==> config.mk <==
export PLATFORM = sky130hd
export DESIGN_NAME = ifetch_queue
export DESIGN_NICKNAME = d
export VERILOG_FILES = /design/src/rtl/ifetch_queue.sv
export SDC_FILE = /design/constraint.sdc
export NUM_CORES = 1
export LEC_CHECK = 0
export CORE_ASPECT_RATIO = 0.5
export CORE_MARGIN = 2
export CORE_UTILIZATION = 60
export DETAILED_ROUTE_END_ITERATION = 7
export MAX_ROUTING_LAYER = met4
export PLACE_DENSITY = 0.87
export SLEW_MARGIN = 40
export SYNTH_ARGS = -nofsm -noshare
export SYNTH_HDL_FRONTEND = slang
export SYNTH_SLANG_ARGS = --single-unit
==> constraint.sdc <==
create_clock -name clk_in -period 5.5 [get_ports clk_in]
set_input_delay 0.825 -clock clk_in [delete_from_list [all_inputs] [get_ports clk_in]]
set_output_delay 0.825 -clock clk_in [all_outputs]
set_load 0.05 [all_outputs]
==> src/rtl/ifetch_queue.sv <==
// Instruction fetch stage: single-word fetch FSM with JAL predecode, pushing
// (inst, pc, next_pc) into a small circular queue drained by the decoder.
module ifetch_queue #(
  parameter int          QLOG     = 2,
  parameter logic [31:0] RESET_PC = 32'h0000_0000
) (
  input  logic        clk_in,
  input  logic        rst_n_in,
  input  logic        rdy_in,
  input  logic        rob_clear_up,
  input  logic [31:0] redirect_pc,
  output logic        start_fetch,
  output logic [31:0] pc,
  input  logic        fetch_ready,
  input  logic [31:0] inst,
  input  logic [31:0] inst_addr,
  output logic        dec_valid,
  output logic [31:0] dec_inst,
  output logic [31:0] dec_pc,
  output logic [31:0] dec_pred_pc,
  input  logic        dec_ready
);

  localparam int            DEPTH     = 1 << QLOG;
  localparam logic [QLOG:0] DEPTH_CNT = (QLOG + 1)'(DEPTH);

  typedef enum logic [1:0] {
    S_IDLE  = 2'd0,
    S_REQ   = 2'd1,
    S_FLUSH = 2'd2
  } state_t;

  state_t          r_state;
  state_t          w_state_next;
  logic [31:0]     r_fetch_pc;
  logic [QLOG-1:0] r_head;
  logic [QLOG-1:0] r_tail;
  logic [QLOG:0]   r_count;
  logic [QLOG:0]   w_count_next;
  logic [31:0]     r_inst_q [DEPTH];
  logic [31:0]     r_pc_q   [DEPTH];
  logic [31:0]     r_npc_q  [DEPTH];

  logic            w_is_jal;
  logic [31:0]     w_jal_off;
  logic [31:0]     w_npc;
  logic            w_pop;
  logic            w_space;
  logic            w_push;

  assign w_is_jal  = (inst[6:0] == 7'b1101111);
  assign w_jal_off = {{11{inst[31]}}, inst[31], inst[19:12], inst[20], inst[30:21], 1'b0};
  assign w_npc     = w_is_jal ? (r_fetch_pc + w_jal_off) : (r_fetch_pc + 32'd4);

  // Stale words (address mismatch) left over from before a flush are dropped here.
  assign w_pop   = (r_count != {(QLOG+1){1'b0}}) && dec_ready && !rob_clear_up;
  assign w_space = (r_count < DEPTH_CNT) || w_pop;
  assign w_push  = (r_state == S_REQ) && fetch_ready && (inst_addr == r_fetch_pc)
                   && !rob_clear_up && w_space;

  // Occupancy after this cycle's push/pop
  always_comb begin
    w_count_next = r_count;
    case ({w_push, w_pop})
      2'b10:   w_count_next = r_count + 1'b1;
      2'b01:   w_count_next = r_count - 1'b1;
      default: w_count_next = r_count;
    endcase
  end

  // Next-state logic
  always_comb begin
    w_state_next = r_state;
    if (rob_clear_up) begin
      w_state_next = S_FLUSH;
    end else begin
      case (r_state)
        S_IDLE:  w_state_next = (w_count_next < DEPTH_CNT) ? S_REQ : S_IDLE;
        S_REQ: begin
          if (w_push) begin
            w_state_next = (w_count_next < DEPTH_CNT) ? S_REQ : S_IDLE;
          end else begin
            w_state_next = S_REQ;
          end
        end
        S_FLUSH: w_state_next = S_IDLE;
        default: w_state_next = S_IDLE;
      endcase
    end
  end

  // Output decode
  always_comb begin
    start_fetch = 1'b0;
    case (r_state)
      S_REQ:   start_fetch = 1'b1;
      default: start_fetch = 1'b0;
    endcase
  end

  assign pc          = r_fetch_pc;
  assign dec_valid   = (r_count != {(QLOG+1){1'b0}});
  assign dec_inst    = r_inst_q[r_head];
  assign dec_pc      = r_pc_q[r_head];
  assign dec_pred_pc = r_npc_q[r_head];

  // State register
  always_ff @(posedge clk_in or negedge rst_n_in) begin
    if (!rst_n_in) begin
      r_state <= S_IDLE;
    end else if (rdy_in) begin
      r_state <= w_state_next;
    end
  end

  // Fetch PC: follows the predicted next PC, or the redirect on a flush
  always_ff @(posedge clk_in or negedge rst_n_in) begin
    if (!rst_n_in) begin
      r_fetch_pc <= RESET_PC;
    end else if (rdy_in) begin
      if (rob_clear_up) begin
        r_fetch_pc <= redirect_pc;
      end else if (w_push) begin
        r_fetch_pc <= w_npc;
      end
    end
  end

  // Queue pointers and occupancy
  always_ff @(posedge clk_in or negedge rst_n_in) begin
    if (!rst_n_in) begin
      r_head  <= {QLOG{1'b0}};
      r_tail  <= {QLOG{1'b0}};
      r_count <= {(QLOG+1){1'b0}};
    end else if (rdy_in) begin
      if (rob_clear_up) begin
        r_head  <= {QLOG{1'b0}};
        r_tail  <= {QLOG{1'b0}};
        r_count <= {(QLOG+1){1'b0}};
      end else begin
        if (w_push) begin
          r_tail <= r_tail + 1'b1;
        end
        if (w_pop) begin
          r_head <= r_head + 1'b1;
        end
        r_count <= w_count_next;
      end
    end
  end

  // Queue storage
  always_ff @(posedge clk_in or negedge rst_n_in) begin
    if (!rst_n_in) begin
      for (int i = 0; i < DEPTH; i++) begin
        r_inst_q[i] <= 32'h0000_0000;
        r_pc_q[i]   <= 32'h0000_0000;
        r_npc_q[i]  <= 32'h0000_0000;
      end
    end else if (rdy_in && w_push) begin
      r_inst_q[r_tail] <= inst;
      r_pc_q[r_tail]   <= r_fetch_pc;
      r_npc_q[r_tail]  <= w_npc;
    end
  end

endmodule

### Met3 routing, run 1

Drawn at 1.5 px/um.
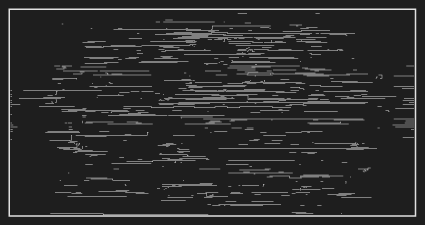
- nets with wire on the layer: 291
- share of all routed wire: 9.3%
- wire length on this layer: 5,930 um

### Routing congestion map, run 1

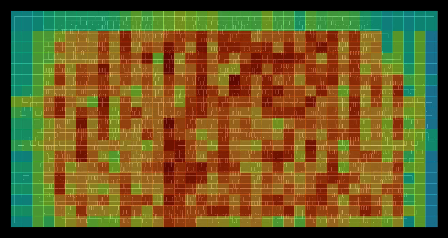
M2 GR Usage: 0.5664
final core occ: 0.7228
global-route met3 utilization: 0.06316
gr usage total: 0.3575
met1 global-route usage: 0.4653

### Gate families picked out, run 1

Drawn at 2 px/um.
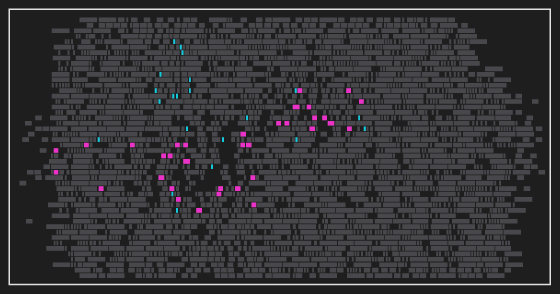
- cyan: inverters (cells 21; most used inv_1)
- magenta: AND-OR and OR-AND gates (cells 34; most used o21a_1)

### Signal wires on met2, run 1

Drawn at 1.5 px/um. Cells faint in the background.
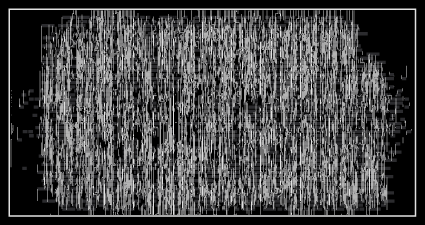
- nets with wire on the layer: 2,094
- wire length on this layer: 30.5 mm

==> notes.md, run 1 <==
Implementation numbers.

- The maximum number of pins on one net before global-route repair is between 100 and 150.
- The worst-case max-slew headroom was logged as 0.4510.
- The number of hold-repair buffers added at the cts stage is 0.
- The count of cell types in the netlist is ~68.
- For this run, the register share of the synthesized area comes to 0.4972.
- Per the synthesis report, the adder-cell share of the synthesized area is 0.02397.
- Yosys stat counts 2,271 cells in the synthesized netlist.
- Across the run, the number of max-cap violations was 0.
- In this run the worst path has a maximum fanout of 9.
- The flow ran to the end, and the final reports show no timing, DRC or antenna violations.
- The worst setup slack before clock tree synthesis is between 0.9 and 1 ns.
- The synthesized netlist handed to floorplanning was reported with a cell count of around 2,300.
- The number of rows created at floorplan is around 48.
- From the final report, the count of setup violators was given as 0.
- In the layout the commonest cells are 953 x sky130_fd_sc_hd__nand2_1, 419 x sky130_fd_sc_hd__dfrtp_1, 228 x sky130_fd_sc_hd__clkdlybuf4s50_1.
- The area growth from synthesis to layout is 18.20%.
- The chip area line in the Yosys stat output reads about 21,000 um2.
- The die is approximately 140 um tall.
- In this run the standard cell core region covers 34,650 um2.
- Per the detail_route report, the via count comes to around 18,000.
- After synthesis, the cell types taking the most area are sky130_fd_sc_hd__dfrtp_1 50%, sky130_fd_sc_hd__nand2_1 17%, sky130_fd_sc_hd__mux4_2 10%.
- The number of buffers added by the clock tree synthesis step is 39.
- The layout net count is around 2,600.
- The cell-mix breakdown from Yosys lists the simple-gate area share as 0.2157.
- The fraction of final layout cells with drive strength greater than 1 is 0.09031.
- The tool warning count for the run is 37.
- Subtracting the final worst setup slack from the clock period gives between 4 and 5 ns.
- Per the detail_route report, DRC violations left total 0.
- The via count of the first global-routing pass is around 18,000.
- The fraction of synthesis flops using an asynchronous set or reset pin is 1.000.
- The startpoint type of the worst setup path is a primary input.
- For the final routed database, the setup TNS stands at 0 ns.
- For reference, the clock transition at the flip-flops on the worst setup and hold paths is around 0.06 ns.
- The cell occurring most often along the worst timing path is sky130_fd_sc_hd__xor2_1.
- The total wire length after detailed routing is about 64,000 um.
- For this run, the detailed router's first-pass iteration total came to 6.
- The post-synthesis share of cell area spent on and-or and or-and gates is 0.08822.
run 1: power breakdown:
part | switching (mW) | internal, mW
clock | 1.23 | 1.43
sequential | 0.271 | 3.14
combinational | 0.938 | 0.650
total | 2.44 | 5.23
run 1: final timing paths:
| check | startpoint | endpoint | slack, ns | cells after the start |
|---|---|---|---|---|
| setup / recovery | inst_addr[9] | r_state[0] | 1.38 | 15 |
| hold / removal | rst_n_in | r_npc_q[89] | 0.28 | 1 |
| setup reg to reg | pc[11] | r_state[0] | 1.41 | 14 |
| hold reg to reg | r_pc_q[56] | r_pc_q[56] | 0.46 | 2 |
| max in group asynchronous | rst_n_in | r_head[1] | 3.92 | 3 |
| min in group clk_in | r_pc_q[56] | r_pc_q[56] | 0.46 | 2 |
run 1: area by class of cell:
type / instances / area (um2) / share of cell area
clock buffer: 51 / 1112 / 0.04441
clock inverter: 16 / 108.9 / 0.004346
inverter: 21 / 78.83 / 0.003147
multi-input combinational: 1668 / 9931 / 0.3965
sequential: 421 / 10540 / 0.4209
tap: 475 / 594.3 / 0.02373
timing repair buffer: 259 / 2679 / 0.1070
run 1: synth_stat cells, drive strengths merged (3+ instances only):
library cell,instances
a211o,4
a211oi,5
a21o,12
a21oi,63
a22oi,3
a2bb2oi,3
a31oi,5
and2,6
and3,23
and4,4
buf,82
clkbuf,79
dfrtp,421
ha,39
inv,20
mux2i,6
mux4,95
nand2,957
nand3,28
nand4,15
nor2,48
nor3,13
nor3b,5
nor4,12
o211ai,9
o21a,13
o21ai,172
o21bai,3
o22ai,6
o31ai,8
or3,9
xnor2,31
xor2,49
run 1: sequential cells by signal (all words and copies together), names as in the netlist:
| name | cells |
|---|---|
| pc | 32 |
| r_tail | 2 |
| r_count | 3 |
| r_head | 2 |
| r_state | 2 |
| r_pc_q | 126 |
| r_npc_q | 126 |
| r_inst_q | 128 |
run 1: worst max-delay path: cells and delay by family:
kind	cells	cell delay, ns
adders and majority gates	2	0.46
and+or+nand+nor	4	1.35
xor gates and xnor gates	4	0.67
buffers and inverters	2	0.72
AOI/OAI and AO/OA	3	0.50
run 1: per-layer routing:
layer / vias up / routed length (um) / part of all wire / track usage
met2: 971 / 30490 / 0.48 / 0.5664
met5: - / 0 / 0 / -
met4: 0 / 2537 / 0.040 / 0.1488
met3: 175 / 5928 / 0.093 / 0.06316
li1: 7860 / - / - / -
met1: 8983 / 24610 / 0.39 / 0.4653
run 1: kinds of logic (layout without fill, tap and decap cells):
kind of cell,Yosys count,after routing
AOI/OAI and AO/OA,318,318
xor gates and xnor gates,80,80
adders and majority gates,40,40
buffers and inverters,182,347
DFF,421,421
muxes,103,103
and+or+nand+nor,1127,1127
==> inputs of run 2 (changes only) <==
Settings changed: CORE_UTILIZATION 60 to 57, PLACE_DENSITY 0.87 to 0.84.
Clock period 5.5 ns to 4.1 ns, I/O delays scaled along.
### Cell sizes after repair, run 2

Drawn at 2 px/um.
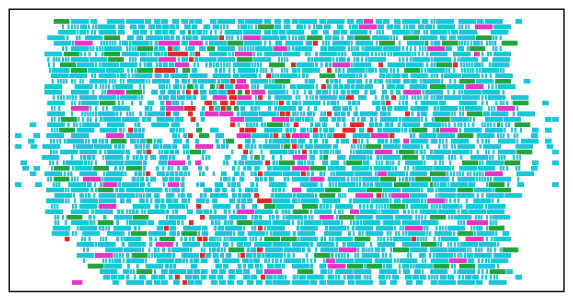
- magenta: drive 6 and up (cells 67; share 2.7%)
- green: drive 2 (cells 117; share 4.7%)
- cyan: drive 1 or less (cells 2,225; share 89%)
- red: drive 3 to 4 (cells 80; share 3.2%)

==> run 2 against run 1 <==
Synthesized area unchanged. Global-route usage decreased by 1.1 points. Highest routed layer unchanged. Power increased by 37%. Critical path depth decreased by 2. Largest power group unchanged. Utilization decreased by 2.1 points. Sequential cell count unchanged. Count of clock-buffer cells in the layout increased by 3. Via count increased by 0.72%. Synthesized cell count unchanged.
==> notes.md, run 2 <==
Implementation numbers.

- The routed layout reports a DRC error count of 0.
- By area the synthesized netlist is led by sky130_fd_sc_hd__dfrtp_1 50%, sky130_fd_sc_hd__nand2_1 17%, sky130_fd_sc_hd__mux4_2 10%.
- In the final design database the tool counted 2,601 nets.
- The number of rows created at floorplan is ~49.
- Ranking logic cells in the layout by count gives the top entries 953 x sky130_fd_sc_hd__nand2_1, 419 x sky130_fd_sc_hd__dfrtp_1, 229 x sky130_fd_sc_hd__clkdlybuf4s50_1.
- In the post-route report, total wirelength is listed as approximately 65,000 um.
- The setup slack of the worst register-to-register path is approximately 0.57 ns.
- The total of endpoints with negative setup slack in the final report is 0.
- The relative slew slack is 0.5030.
- The global routing report lists combined usage of all routing layers as 0.3466.
- The iteration count recorded for the first detailed-route pass is 5.
- The worst setup path is launched from a primary input.
- The fraction of final layout cells with drive strength greater than 1 is 0.1061.
- The tool flagged a number of max-cap violations equal to 0.
- The clock-pin slew of the registers on the worst-case setup and hold paths is 0.07 ns.
- Per the timing report, the most critical flop-to-flop path originates at pc[2].
- Yosys stat counts around 2,300 cells in the synthesized netlist.
- Per the timing report, the most critical flop-to-flop path finishes at r_npc_q[63].
- The register with the most flip-flops in the layout has approximately 130 of them.
- The floorplan step defined a core boundary enclosing about 36,000 um2.
- In the Yosys stats the netlist draws on approximately 68 distinct library cells.
- Summing over the stages, the warning tally comes to 33.
- The fraction of synthesis flops using an asynchronous set or reset pin is 1.000.
- From synthesis to final layout, the design area changed by 20.21%.
- Per the OpenROAD floorplan log, the height of the die is roughly 140 um.
- The registers reported with the highest flop counts are r_inst_q: 128 flops, r_npc_q: 126 flops, r_pc_q: 126 flops.
- At the end of the flow the core is filled with cells to 0.7018.
- The number of buffers added by the clock tree synthesis step is 38.
- Synthesis handed over a netlist of 2,271 instances.
- By count the netlist is led by 953 x sky130_fd_sc_hd__nand2_1, 421 x sky130_fd_sc_hd__dfrtp_1, 112 x sky130_fd_sc_hd__o21ai_1, 95 x sky130_fd_sc_hd__mux4_2, 79 x sky130_fd_sc_hd__clkbuf_1.
- The register with the most flip-flops in the final layout is r_inst_q.
- The via count of the first global-routing pass is between 15,000 and 20,000.
- The maximum fanout along the worst path is 5.
- Adding up every negative setup slack in the final design gives 0 ns.
- The flow ran to the end, and the final reports show no timing, DRC or antenna violations.
- For this run, the register share of the synthesized area comes to 0.4972.
### Signal wires on met2, run 2

Drawn at 1.5 px/um. Cells faint in the background.
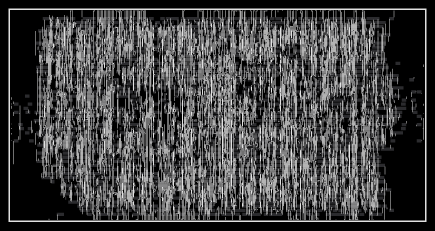
- wire length on this layer: 30.3 mm
- longest straight run: 72.8 um
- main direction: vertical

## run 2: kinds of logic after synthesis
kind of cell,share of synthesized area
AOI/OAI and AO/OA,0.08822
xor gates and xnor gates,0.03342
adders and majority gates,0.02397
buffers and inverters,0.03661
DFF,0.4972
muxes,0.1049
and+or+nand+nor,0.2157
## run 2: power by group
| group | total [mW] | leakage (nW) | internal, mW | switching, mW |
|---|---|---|---|---|
| registers | 4.47 | 5.81 | 4.22 | 0.249 |
| clock network | 3.63 | 0.605 | 1.98 | 1.66 |
| logic | 2.39 | 5.89 | 0.960 | 1.43 |
| total | 10.5 | 12.3 | 7.16 | 3.33 |
## run 2: worst max-delay path, stage by stage
cell and delay (ns):
sky130_fd_sc_hd__clkdlybuf4s50_1 0.58, sky130_fd_sc_hd__ha_1 0.21, sky130_fd_sc_hd__inv_1 0.06, sky130_fd_sc_hd__fa_1 0.37
sky130_fd_sc_hd__and2b_1 0.23, sky130_fd_sc_hd__o211ai_1 0.18, sky130_fd_sc_hd__a211oi_4 0.46, sky130_fd_sc_hd__nor3_4 0.13
sky130_fd_sc_hd__o31ai_1 0.25, sky130_fd_sc_hd__or3b_1 0.41, sky130_fd_sc_hd__a31oi_4 0.21, sky130_fd_sc_hd__xor2_2 0.23
sky130_fd_sc_hd__o21ai_1 0.09
## run 2: area by class of cell
class	count	area, um2
diodes	2	5.005
multi-input cells	1668	9915
flip-flops and latches	421	10540
inverters	21	78.83
repair buffers	309	3085
clock inverters	16	168.9
fillers	2580	10820
clock buffers	54	1071
well taps	484	605.6
## run 2: worst max-delay path by stage
| stage | cells past startpoint | end | from | slack, ns |
|---|---|---|---|---|
| 5_1_grt | 13 | r_npc_q[63] | inst[21] | 0.39 |
| 6_report | 13 | r_npc_q[63] | inst[21] | 0.50 |
| 4_1_cts | 3 | dec_pred_pc[2] | r_head[0] | 0.52 |
| 2_1_floorplan | 11 | r_npc_q[127] | pc[2] | 0.76 |
| 3_3_place_gp | 13 | r_npc_q[63] | inst[21] | 0.08 |
| 3_5_place_dp | 13 | r_npc_q[63] | inst[21] | 0.009 |
## run 2: per-stage QoR
stage               hold WS, ns  area [um2]
global route             0.1221       25470
finish                  0.07236       25470
global placement         0.4438       24230
floorplan                0.3194       21190
detailed placement       0.4504       24230
CTS                     0.09640       25470
## run 2: metal layers
metal  routed length [um]  vias up  global-route usage
met5                    0        -                   -
met3                 5877      212             0.07073
met1                25290     9033              0.4440
met4                 3567        0              0.1768
met2                30300      887              0.5312
li1                     -     7986                   -
No activity file was given, so power comes from the tool's default toggle rates.
